<file path="src/rtl/sudoku_pkg.sv">
// Shared types and constants for the 4x4 sudoku input controller.
package sudoku_pkg;

    localparam int NCELL   = 16;
    localparam int CELL_W  = 4;
    localparam int VAL_MAX = 3;

    typedef enum logic [1:0] {
        ST_IDLE   = 2'd0,
        ST_SEEK   = 2'd1,
        ST_COMMIT = 2'd2
    } state_e;

endpackage

</file>
<file path="src/rtl/btn_debounce.sv">
// Push-button conditioner: 2-flop synchroniser, stability counter and a
// single-cycle pulse on each debounced rising edge.
module btn_debounce #(
    parameter int DEB_CYCLES = 4
) (
    input  logic clka,
    input  logic restart_n,
    input  logic btn_i,
    output logic pulse_o
);

    localparam int CW = (DEB_CYCLES < 2) ? 1 : $clog2(DEB_CYCLES + 1);

    logic          sync1_q;
    logic          sync2_q;
    logic          level_q;
    logic          pulse_q;
    logic [CW-1:0] cnt_q;

    always_ff @(posedge clka or negedge restart_n) begin
        if (!restart_n) begin
            sync1_q <= 1'b0;
            sync2_q <= 1'b0;
            level_q <= 1'b0;
            pulse_q <= 1'b0;
            cnt_q   <= '0;
        end else begin
            sync1_q <= btn_i;
            sync2_q <= sync1_q;
            pulse_q <= 1'b0;
            if (sync2_q != level_q) begin
                // The level flips on the DEB_CYCLES-th consecutive disagreement.
                if (cnt_q == CW'(DEB_CYCLES - 1)) begin
                    level_q <= sync2_q;
                    pulse_q <= sync2_q;
                    cnt_q   <= '0;
                end else begin
                    cnt_q <= cnt_q + 1'b1;
                end
            end else begin
                cnt_q <= '0;
            end
        end
    end

    assign pulse_o = pulse_q;

endmodule

</file>
<file path="src/rtl/sudoku_input_ctrl.sv">
// Button front end for the board datapath: cursor movement that skips hint
// cells, candidate value cycling and a one-cycle commit strobe.
module sudoku_input_ctrl
    import sudoku_pkg::*;
#(
    parameter int DEB_CYCLES = 4,
    parameter int NCELL      = 16
) (
    input  logic             clka,
    input  logic             restart_n,
    input  logic             input_en,
    input  logic             btn_next,
    input  logic             btn_val,
    input  logic             btn_enter,
    input  logic [NCELL-1:0] fill_flag,
    output logic [3:0]       reg_choose,
    output logic [2:0]       value_inp,
    output logic             register_inp_flag,
    output logic             seek_busy
);

    logic ev_next;
    logic ev_val;
    logic ev_enter;

    btn_debounce #(.DEB_CYCLES(DEB_CYCLES)) u_deb_next (
        .clka(clka), .restart_n(restart_n), .btn_i(btn_next), .pulse_o(ev_next)
    );
    btn_debounce #(.DEB_CYCLES(DEB_CYCLES)) u_deb_val (
        .clka(clka), .restart_n(restart_n), .btn_i(btn_val), .pulse_o(ev_val)
    );
    btn_debounce #(.DEB_CYCLES(DEB_CYCLES)) u_deb_enter (
        .clka(clka), .restart_n(restart_n), .btn_i(btn_enter), .pulse_o(ev_enter)
    );

    state_e              state_q;
    logic [CELL_W-1:0]   reg_choose_q;
    logic [2:0]          value_q;
    logic                strobe_q;
    logic                busy_q;
    logic [CELL_W:0]     step_q;
    logic [CELL_W-1:0]   cursor_inc;

    assign cursor_inc = reg_choose_q + 1'b1;

    always_ff @(posedge clka or negedge restart_n) begin
        if (!restart_n) begin
            state_q      <= ST_IDLE;
            reg_choose_q <= '0;
            value_q      <= '0;
            strobe_q     <= 1'b0;
            busy_q       <= 1'b0;
            step_q       <= '0;
        end else if (!input_en) begin
            state_q  <= ST_IDLE;
            strobe_q <= 1'b0;
            busy_q   <= 1'b0;
        end else begin
            case (state_q)
                ST_IDLE: begin
                    // Enter outranks next, next outranks val; losers are dropped.
                    if (ev_enter) begin
                        if (!fill_flag[reg_choose_q]) begin
                            state_q  <= ST_COMMIT;
                            strobe_q <= 1'b1;
                        end
                    end else if (ev_next) begin
                        state_q <= ST_SEEK;
                        busy_q  <= 1'b1;
                        step_q  <= '0;
                    end else if (ev_val) begin
                        value_q <= (value_q == 3'(VAL_MAX)) ? 3'd0 : value_q + 3'd1;
                    end
                end
                ST_SEEK: begin
                    reg_choose_q <= cursor_inc;
                    step_q       <= step_q + 1'b1;
                    // A full lap ends the scan even when every cell is locked.
                    if (!fill_flag[cursor_inc] || step_q == (CELL_W + 1)'(NCELL - 1)) begin
                        state_q <= ST_IDLE;
                        busy_q  <= 1'b0;
                    end
                end
                ST_COMMIT: begin
                    state_q  <= ST_IDLE;
                    strobe_q <= 1'b0;
                end
                default: begin
                    state_q  <= ST_IDLE;
                    strobe_q <= 1'b0;
                    busy_q   <= 1'b0;
                end
            endcase
        end
    end

    assign reg_choose        = reg_choose_q;
    assign value_inp         = value_q;
    assign register_inp_flag = strobe_q & input_en;
    assign seek_busy         = busy_q;

endmodule
</file>
<file path="config.mk">
export PLATFORM = sky130hd
export DESIGN_NAME = sudoku_input_ctrl
export DESIGN_NICKNAME = d
export VERILOG_FILES = /design/src/rtl/sudoku_pkg.sv /design/src/rtl/btn_debounce.sv /design/src/rtl/sudoku_input_ctrl.sv
export SDC_FILE = /design/constraint.sdc
export NUM_CORES = 1
export LEC_CHECK = 0
export CORE_ASPECT_RATIO = 1.2
export CORE_MARGIN = 3
export CORE_UTILIZATION = 50
export CTS_CLUSTER_DIAMETER = 30
export DETAILED_ROUTE_END_ITERATION = 8
export PLACE_DENSITY = 0.76
export SLEW_MARGIN = 20
export SYNTH_ARGS = -nofsm -noshare
export SYNTH_HDL_FRONTEND = slang
export SYNTH_SLANG_ARGS = --single-unit
export TNS_END_PERCENT = 5
</file>
<file path="constraint.sdc">
create_clock -name clka -period 2.4 [get_ports clka]
set_input_delay 0.48 -clock clka [delete_from_list [all_inputs] [get_ports clka]]
set_output_delay 0.48 -clock clka [all_outputs]
set_load 0.01 [all_outputs]
</file>
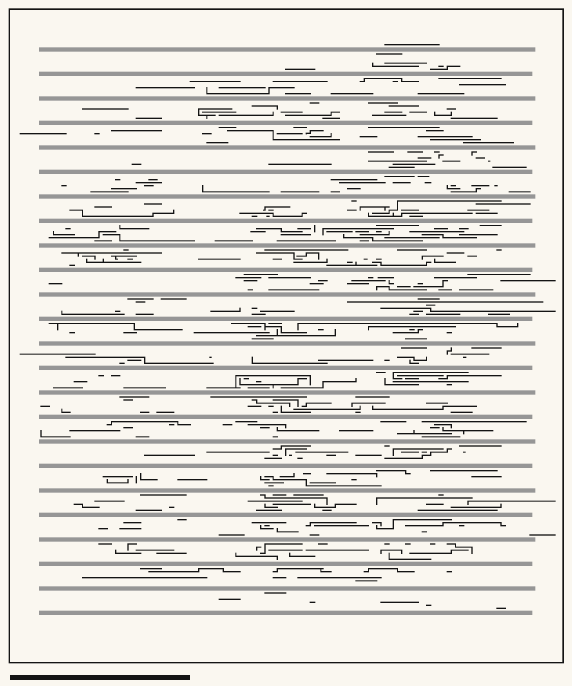
Run 1: signal wires on met1
The bar under the picture is 20 um long. Supply wires on this layer in gray.
share of all routed wire: 42%
main direction: horizontal
final WL: 3.48 mm
global routing met1 resource utilization: 0.207
total number of vias: 1291

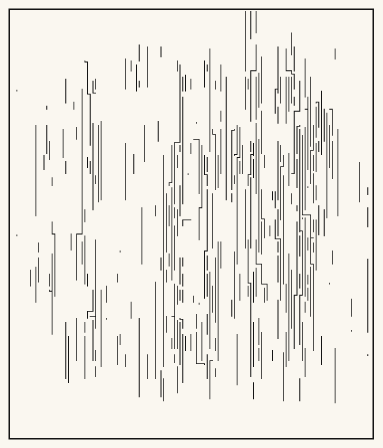
Run 1: signal wires on met2
longest straight run: 35.7 um
wire length on this layer: 1720 um
share of all routed wire: 50%
main direction: vertical

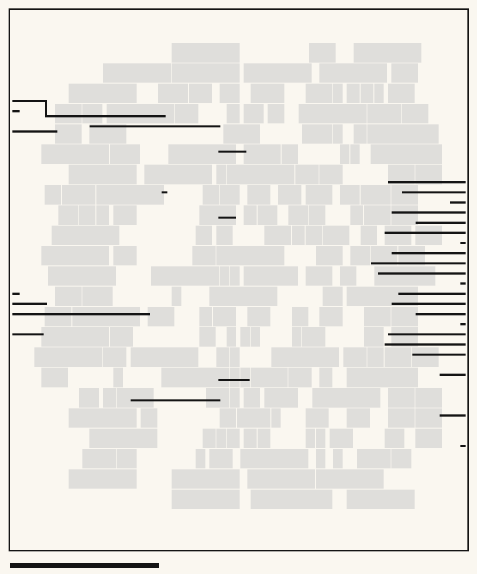
Run 1: the metal 3 layer
The bar under the picture is 20 um long.
nets with wire on the layer: 29
wire length on this layer: 235 um
main direction: horizontal

==> results.sh, run 1 <==
# flow metrics
export IMPL_lay_top_count="sky130_fd_sc_hd__dfrtp_1"
export IMPL_average_routed_wire_per_standard_cell_um=15.2
export IMPL_slew_headroom=0.702
export IMPL_htree_num_levels=2
export IMPL_power_per_cell_area_mw_per_mm2=904
export IMPL_cts_tree="yes"
export IMPL_post_cts_repair_setup_buffers=0
export IMPL_critical_path_peak_fanout=4
export IMPL_yosys_top_cells_area="sky130_fd_sc_hd__dfrtp_1 (50%), sky130_fd_sc_hd__mux4_1 (5.7%), sky130_fd_sc_hd__ha_1 (4.8%)"
export IMPL_place_gp_congestion=0.835
export IMPL_antenna_cells_inserted=0
export IMPL_outcome="finished, final reports clean"
export IMPL_worst_slew_pin_transition_ps=446
export IMPL_drc_errors=0
export IMPL_hold_path_cell_count=0
export IMPL_p_int_mw=1.48
export IMPL_setup_slack_ps=223
export IMPL_detail_route_antenna_nets=0
export IMPL_class_of_the_most_critical_setup_path="input port to primary output"
export IMPL_power_switching_fraction=0.293
export IMPL_cts_root_buf="sky130_fd_sc_hd__clkbuf_8"
export IMPL_grt_antenna_before_repair=0
export IMPL_warnings=26
export IMPL_worst_r2r_dst="seek_busy"
export IMPL_grt_max_degree=38
export IMPL_r2r_start="reg_choose[1]"
export IMPL_slew_viol_final=0
export IMPL_synth_compound_area_share=0.0791
export IMPL_core_utilization_of_the_finished_layout=0.675
export IMPL_layout_top_cells_excl_fill_tap="sky130_fd_sc_hd__dfrtp_1 (37), sky130_fd_sc_hd__clkdlybuf4s50_1 (30), sky130_fd_sc_hd__nor2b_1 (10), sky130_fd_sc_hd__nand2_1 (10), sky130_fd_sc_hd__nor2_1 (8)"
export IMPL_report_final_setup_viol=0
export IMPL_cp_cell_instances="clkdlybuf4s50_1, nand2_1, inv_1, clkdlybuf4s50_1"
export IMPL_syn_instance_count=153
export IMPL_hold_path_class="register to register"
export IMPL_cts_repair_resize_count=0
export IMPL_synth_flop_count=37
export IMPL_critical_path_startpoint_type="input port"
export IMPL_most_frequent_cells_after_synthesis="sky130_fd_sc_hd__dfrtp_1 (37), sky130_fd_sc_hd__nand2_1 (10), sky130_fd_sc_hd__nor2b_1 (10)"
export IMPL_synth_net_count=182
export IMPL_first_pass_iters=4
export IMPL_first_global_vias=1371
export IMPL_globalRouteOverflowTotal=0
export IMPL_tritoncts_num_buffers=5
-- run 1: cell type report --
cell class	count	area, um2	area share
Sequential cell	37	926	0.400
Multi-Input combinational cell	106	863	0.373
Timing Repair Buffer	35	338	0.146
Clock buffer	7	86.3	0.0373
Tap cell	37	46.3	0.0200
Clock inverter	1	30.0	0.0130
Inverter	6	22.5	0.00974
-- run 1: per-stage QoR --
stage	area [um2]	power, mW
finish	2310	2.09
detailed placement	2200	1.56
global placement	2200	1.52
floorplan	1840	1.31
global route	2310	2.22
CTS	2310	2.11
-- run 1: logic make-up after synthesis --
logic type,after synthesis
simple gates,55
flops,37
compound gates,21
mux,14
buf+inv,10
xor+xnor,9
fa+ha+maj,7
-- run 1: routing by layer --
| metal | track usage | wire length, um | vias up |
|---|---|---|---|
| met5 | 0 | 0 | - |
| li1 | - | - | 628 |
| met1 | 0.207 | 1480 | 623 |
| met4 | 0.0627 | 46 | 0 |
| met2 | 0.305 | 1720 | 33 |
| met3 | 0.0480 | 234 | 7 |
-- run 1: registers in the layout (all words and copies together), names as in the netlist --
register             count
u_deb_val.sync1_q        1
u_deb_val.cnt_q          3
u_deb_next.sync1_q       1
u_deb_enter.level_q      1
u_deb_enter.sync1_q      1
step_q                   5
u_deb_val.pulse_o        1
u_deb_val.sync2_q        1
u_deb_next.level_q       1
value_inp                3
reg_choose               4
seek_busy                1
u_deb_enter.pulse_o      1
u_deb_next.cnt_q         3
u_deb_enter.cnt_q        3
state_q                  2
u_deb_next.sync2_q       1
u_deb_next.pulse_o       1
u_deb_enter.sync2_q      1
strobe_q                 1
u_deb_val.level_q        1
-- run 1: worst max-delay path: cells and delay by family --
kind | cells | cell delay [ps]
buffers and inverters | 3 | 1110
AND/OR/NAND/NOR | 1 | 100
Run 1, logic cells by family:
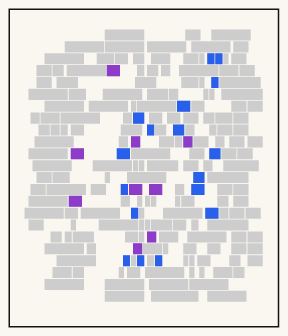

==> run 2: changes to the inputs <==
--- a/config.mk
+++ b/config.mk
@@ -7,10 +7,11 @@
 export LEC_CHECK = 0
 export CORE_ASPECT_RATIO = 1.2
 export CORE_MARGIN = 3
-export CORE_UTILIZATION = 50
+export CORE_UTILIZATION = 52
 export CTS_CLUSTER_DIAMETER = 30
 export DETAILED_ROUTE_END_ITERATION = 8
-export PLACE_DENSITY = 0.76
+export PLACE_DENSITY = 0.78
+export SKIP_CTS_REPAIR_TIMING = 1
 export SLEW_MARGIN = 20
 export SYNTH_ARGS = -nofsm -noshare
 export SYNTH_HDL_FRONTEND = slang
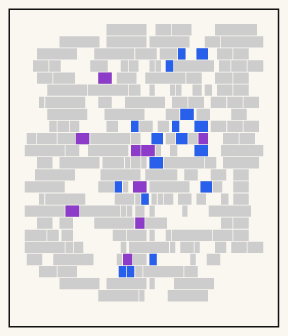
Run 2: logic cells by family
| color | family | cells |
|---|---|---|
| blue | inverting AOI/OAI gates | 17 |
| purple | AND and OR gates | 9 |
most frequently placed logic cell in the final layout: sky130_fd_sc_hd__dfrtp_1
final cell count without fillers: 229
Comb/total area: 0.379

==> run 2 against run 1 <==
Effect of this change: area after synthesis stayed put; die size is 3.5% lower; clock skew barely moved; synthesized cell count stayed put; maximum frequency shrank 1.9%.
==> results.sh, run 2 <==
# flow metrics
export IMPL_antenna_cells_inserted=0
export IMPL_detailed_place_area_mm2=0.00220
export IMPL_r2r_start="reg_choose[1]"
export IMPL_globalRouteOverflowTotal=0
export IMPL_cp_buffers_inverters=3
export IMPL_first_pass_iters=4
export IMPL_htree_num_levels=2
export IMPL_average_routed_wire_per_standard_cell_um=16.2
export IMPL_outcome="finished, final reports clean"
export IMPL_syn_instance_count=153
export IMPL_largest_register_ff_count=5
export IMPL_layout_top_cells_excl_fill_tap="sky130_fd_sc_hd__dfrtp_1 (37), sky130_fd_sc_hd__clkdlybuf4s50_1 (30), sky130_fd_sc_hd__nor2b_1 (10), sky130_fd_sc_hd__nand2_1 (10), sky130_fd_sc_hd__nor2_1 (8)"
export IMPL_cts_root_buf="sky130_fd_sc_hd__clkbuf_8"
export IMPL_tritoncts_num_buffers=5
export IMPL_route_final_wire_length_mm=3.71
export IMPL_synth_net_count=182
export IMPL_critical_path_peak_fanout=4
export IMPL_yosys_top_cells_area="sky130_fd_sc_hd__dfrtp_1 (50%), sky130_fd_sc_hd__mux4_1 (5.7%), sky130_fd_sc_hd__ha_1 (4.8%)"
export IMPL_power_per_cell_area_mw_per_mm2=863
export IMPL_total_power_mw=1.96
export IMPL_hold_path_class="register to register"
export IMPL_slew_viol_final=0
export IMPL_detailroute_via_count=1330
export IMPL_detail_route_antenna_nets=0
export IMPL_most_frequent_cells_after_synthesis="sky130_fd_sc_hd__dfrtp_1 (37), sky130_fd_sc_hd__nand2_1 (10), sky130_fd_sc_hd__nor2b_1 (10)"
export IMPL_class_of_the_most_critical_setup_path="input port to primary output"
export IMPL_place_gp_congestion=0.812
export IMPL_grt_antenna_before_repair=0
run 2: cell counts after synthesis:
No cell type changed its count.
run 2: final cells by class:
type                    instances  area (um2)
repair buffers                 35         338
well taps                      37        46.3
clock buffers                   8        80.1
fillers                       268        1090
multi-input cells             106         863
flip-flops and latches         37         926
inverters                       6        22.5
run 2: worst reg2reg max path, cell delays in order, from the launching register on:
cell                       delay, ps
sky130_fd_sc_hd__dfrtp_1         420
sky130_fd_sc_hd__ha_1            400
sky130_fd_sc_hd__buf_4           210
sky130_fd_sc_hd__nor2b_1         120
sky130_fd_sc_hd__a211oi_1         80
sky130_fd_sc_hd__a221oi_1        300
sky130_fd_sc_hd__a22oi_1         150
sky130_fd_sc_hd__a211oi_1        280
run 2: kinds of logic (layout without fill, tap and decap cells):
logic type               count (synthesis)  after routing  synth area share
AND/OR/NAND/NOR                         55             55             0.179
flip-flops                              37             37             0.504
AND-OR/OR-AND                           21             21            0.0791
multiplexers                            14             14             0.122
buffers and inverters                   10             49            0.0252
XOR/XNOR                                 9              9            0.0429
adder cells (fa/ha/maj)                  7              7            0.0477
run 2: worst max-delay path by stage:
stage / from / endpoint / slack [ps] / cells after the start
floorplan: reg_choose[0] / seek_busy / 350 / 6
global placement: fill_flag[6] / strobe_q / 130 / 5
detailed placement: fill_flag[2] / strobe_q / 60 / 5
CTS: input_en / register_inp_flag / 180 / 4
global route: input_en / register_inp_flag / 150 / 4
finish: input_en / register_inp_flag / 180 / 4
run 2: metal layers:
metal,GRT usage,vias to the layer above,wire length (um)
li1,-,626,-
met1,0.199,654,1360
met2,0.347,39,2010
met3,0.0712,11,261
met4,0.0862,0,84
met5,0,-,0
run 2: report_power, final:
group          internal (mW)  total (mW)  switching, mW
logic                  0.396       0.727          0.331
clock network          0.206       0.404          0.199
registers              0.744       0.833         0.0888
Run 2, signal wires on met2:
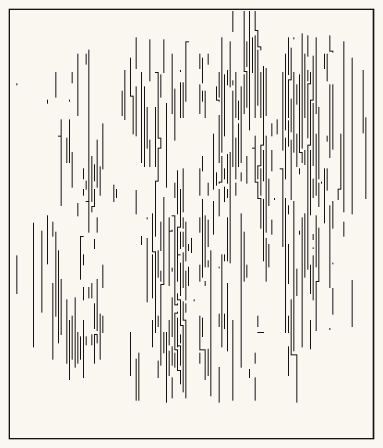

==> run 3: changes to the inputs <==
--- a/config.mk
+++ b/config.mk
@@ -5,12 +5,13 @@
 export SDC_FILE = /design/constraint.sdc
 export NUM_CORES = 1
 export LEC_CHECK = 0
+export CAP_MARGIN = 25
 export CORE_ASPECT_RATIO = 1.2
 export CORE_MARGIN = 3
-export CORE_UTILIZATION = 52
+export CORE_UTILIZATION = 25
 export CTS_CLUSTER_DIAMETER = 30
 export DETAILED_ROUTE_END_ITERATION = 8
-export PLACE_DENSITY = 0.78
+export MAX_ROUTING_LAYER = met4
 export SKIP_CTS_REPAIR_TIMING = 1
 export SLEW_MARGIN = 20
 export SYNTH_ARGS = -nofsm -noshare
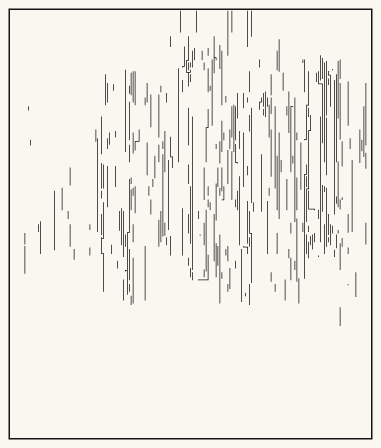
Run 3: signal wires on met2
longest straight run: 35.7 um
share of all routed wire: 49%
main direction: vertical
wire length on this layer: 1780 um
GR met2 Demand/Resource: 0.165
total number of vias: 1296

==> run 3 against run 2 <==
Effect of this change: sequential power shrank 0.8%; sequential cell count is the same; combinational power grew 2%; global-route usage shrank 10 points; largest cell class unchanged; final cell count grew 22%; utilization shrank 34 points; area after synthesis is the same; clock power is essentially flat; count of clock-buffer cells in the layout is the same; power grew 0.68%; non-clock buffer count grew 1; critical endpoint unchanged.
==> results.sh, run 3 <==
# flow metrics
export IMPL_power_frac_clock=0.206
export IMPL_most_frequent_cells_after_synthesis="sky130_fd_sc_hd__dfrtp_1 (37), sky130_fd_sc_hd__nand2_1 (10), sky130_fd_sc_hd__nor2b_1 (10)"
export IMPL_r2r_start="reg_choose[0]"
export IMPL_critical_path_peak_fanout=4
export IMPL_antenna_cells_inserted=0
export IMPL_largest_register_ff_count=5
export IMPL_yosys_top_cells_area="sky130_fd_sc_hd__dfrtp_1 (50%), sky130_fd_sc_hd__mux4_1 (5.7%), sky130_fd_sc_hd__ha_1 (4.8%)"
export IMPL_cts_tree="yes"
export IMPL_synth_cellmix_adderShare=0.0477
export IMPL_worst_slew_pin_transition_ps=818
export IMPL_htree_num_levels=2
export IMPL_simple_gate_area_frac=0.179
export IMPL_sequentialPowerShare=0.417
export IMPL_first_pass_iters=4
export IMPL_layout_top_cells_excl_fill_tap="sky130_fd_sc_hd__dfrtp_1 (37), sky130_fd_sc_hd__clkdlybuf4s50_1 (29), sky130_fd_sc_hd__nor2b_1 (10), sky130_fd_sc_hd__nand2_1 (10), sky130_fd_sc_hd__nor2_1 (8)"
export IMPL_syn_instance_count=153
export IMPL_seqCellArea_um2=926
export IMPL_final_cell_area_mm2=0.00234
export IMPL_worst_r2r_dst="seek_busy"
export IMPL_power_switching_fraction=0.313
export IMPL_post_synth_mux_area_share=0.122
export IMPL_setup_slack_ps=170
export IMPL_detailed_place_area_mm2=0.00226
export IMPL_place_gp_congestion=0.781
export IMPL_synth_flop_count=37
export IMPL_power_share_combinational=0.377
export IMPL_num_fill_cells=702
export IMPL_slew_viol_final=0
export IMPL_power_per_cell_area_mw_per_mm2=845
export IMPL_switchingPower_mw=0.620
export IMPL_critical_path_startpoint_type="input port"
export IMPL_synth_compound_area_share=0.0791
export IMPL_outcome="finished, final reports clean"
export IMPL_route_final_wire_length_mm=3.64
export IMPL_report_final_setup_viol=0
export IMPL_grt_max_degree=38
export IMPL_synth_xor_area_share=0.0429
export IMPL_pg_comb_mw=0.745
export IMPL_register_ranked_first_by_flip_flop_count="step_q"
export IMPL_critPathLaunch="input_en"
export IMPL_average_routed_wire_per_standard_cell_um=13.0
export IMPL_cts_root_buf="sky130_fd_sc_hd__clkbuf_8"
export IMPL_ys_top_logic_family="simple AND/OR/NAND/NOR gates"
export IMPL_p_int_mw=1.36
export IMPL_detail_route_antenna_nets=0
export IMPL_synth_net_count=182
run 3: cells by family (layout without fill, tap and decap cells):
family / count (synthesis) / in the layout
AOI/OAI and AO/OA: 21 / 21
xor gates and xnor gates: 9 / 9
adders and majority gates: 7 / 7
buffers and inverters: 10 / 50
DFF: 37 / 37
muxes: 14 / 14
and+or+nand+nor: 55 / 55
run 3: worst min path at each step:
| stage | from | slack (ps) | end |
|---|---|---|---|
| after floorplan | restart_n | 180 | reg_choose[0] |
| after global placement | u_deb_enter.sync1_q | 330 | u_deb_enter.sync2_q |
| after detailed placement | u_deb_next.sync1_q | 340 | u_deb_next.sync2_q |
| after CTS | restart_n | 310 | strobe_q |
| after global routing | restart_n | 350 | value_inp[0] |
| final | restart_n | 290 | value_inp[0] |
run 3: layout make-up:
cell class / count / area share
Timing Repair Buffer: 36 / 0.145
Inverter: 6 / 0.00962
Multi-Input combinational cell: 106 / 0.369
Sequential cell: 37 / 0.396
Clock buffer: 8 / 0.0342
Tap cell: 87 / 0.0465
run 3: through the flow:
step,util,cells
floorplan,-,153
global placement,0.324,272
detailed placement,0.324,272
CTS,0.335,280
global route,0.335,280
finish,0.335,280
run 3: layer usage:
metal / global-route usage / vias to the layer above / wire [um]
met2: 0.165 / 34 / 1780
met3: 0.0271 / 2 / 233
met4: 0.0371 / 0 / 9
li1: - / 635 / -
met1: 0.106 / 625 / 1610
met5: - / - / 0
run 3: worst max-delay path, cell delays in order:
cell                              delay, ps
sky130_fd_sc_hd__clkdlybuf4s50_1        510
sky130_fd_sc_hd__nand2_1                 90
sky130_fd_sc_hd__inv_1                  110
sky130_fd_sc_hd__clkdlybuf4s50_1        550
Power is estimated from default activity; no workload was simulated.
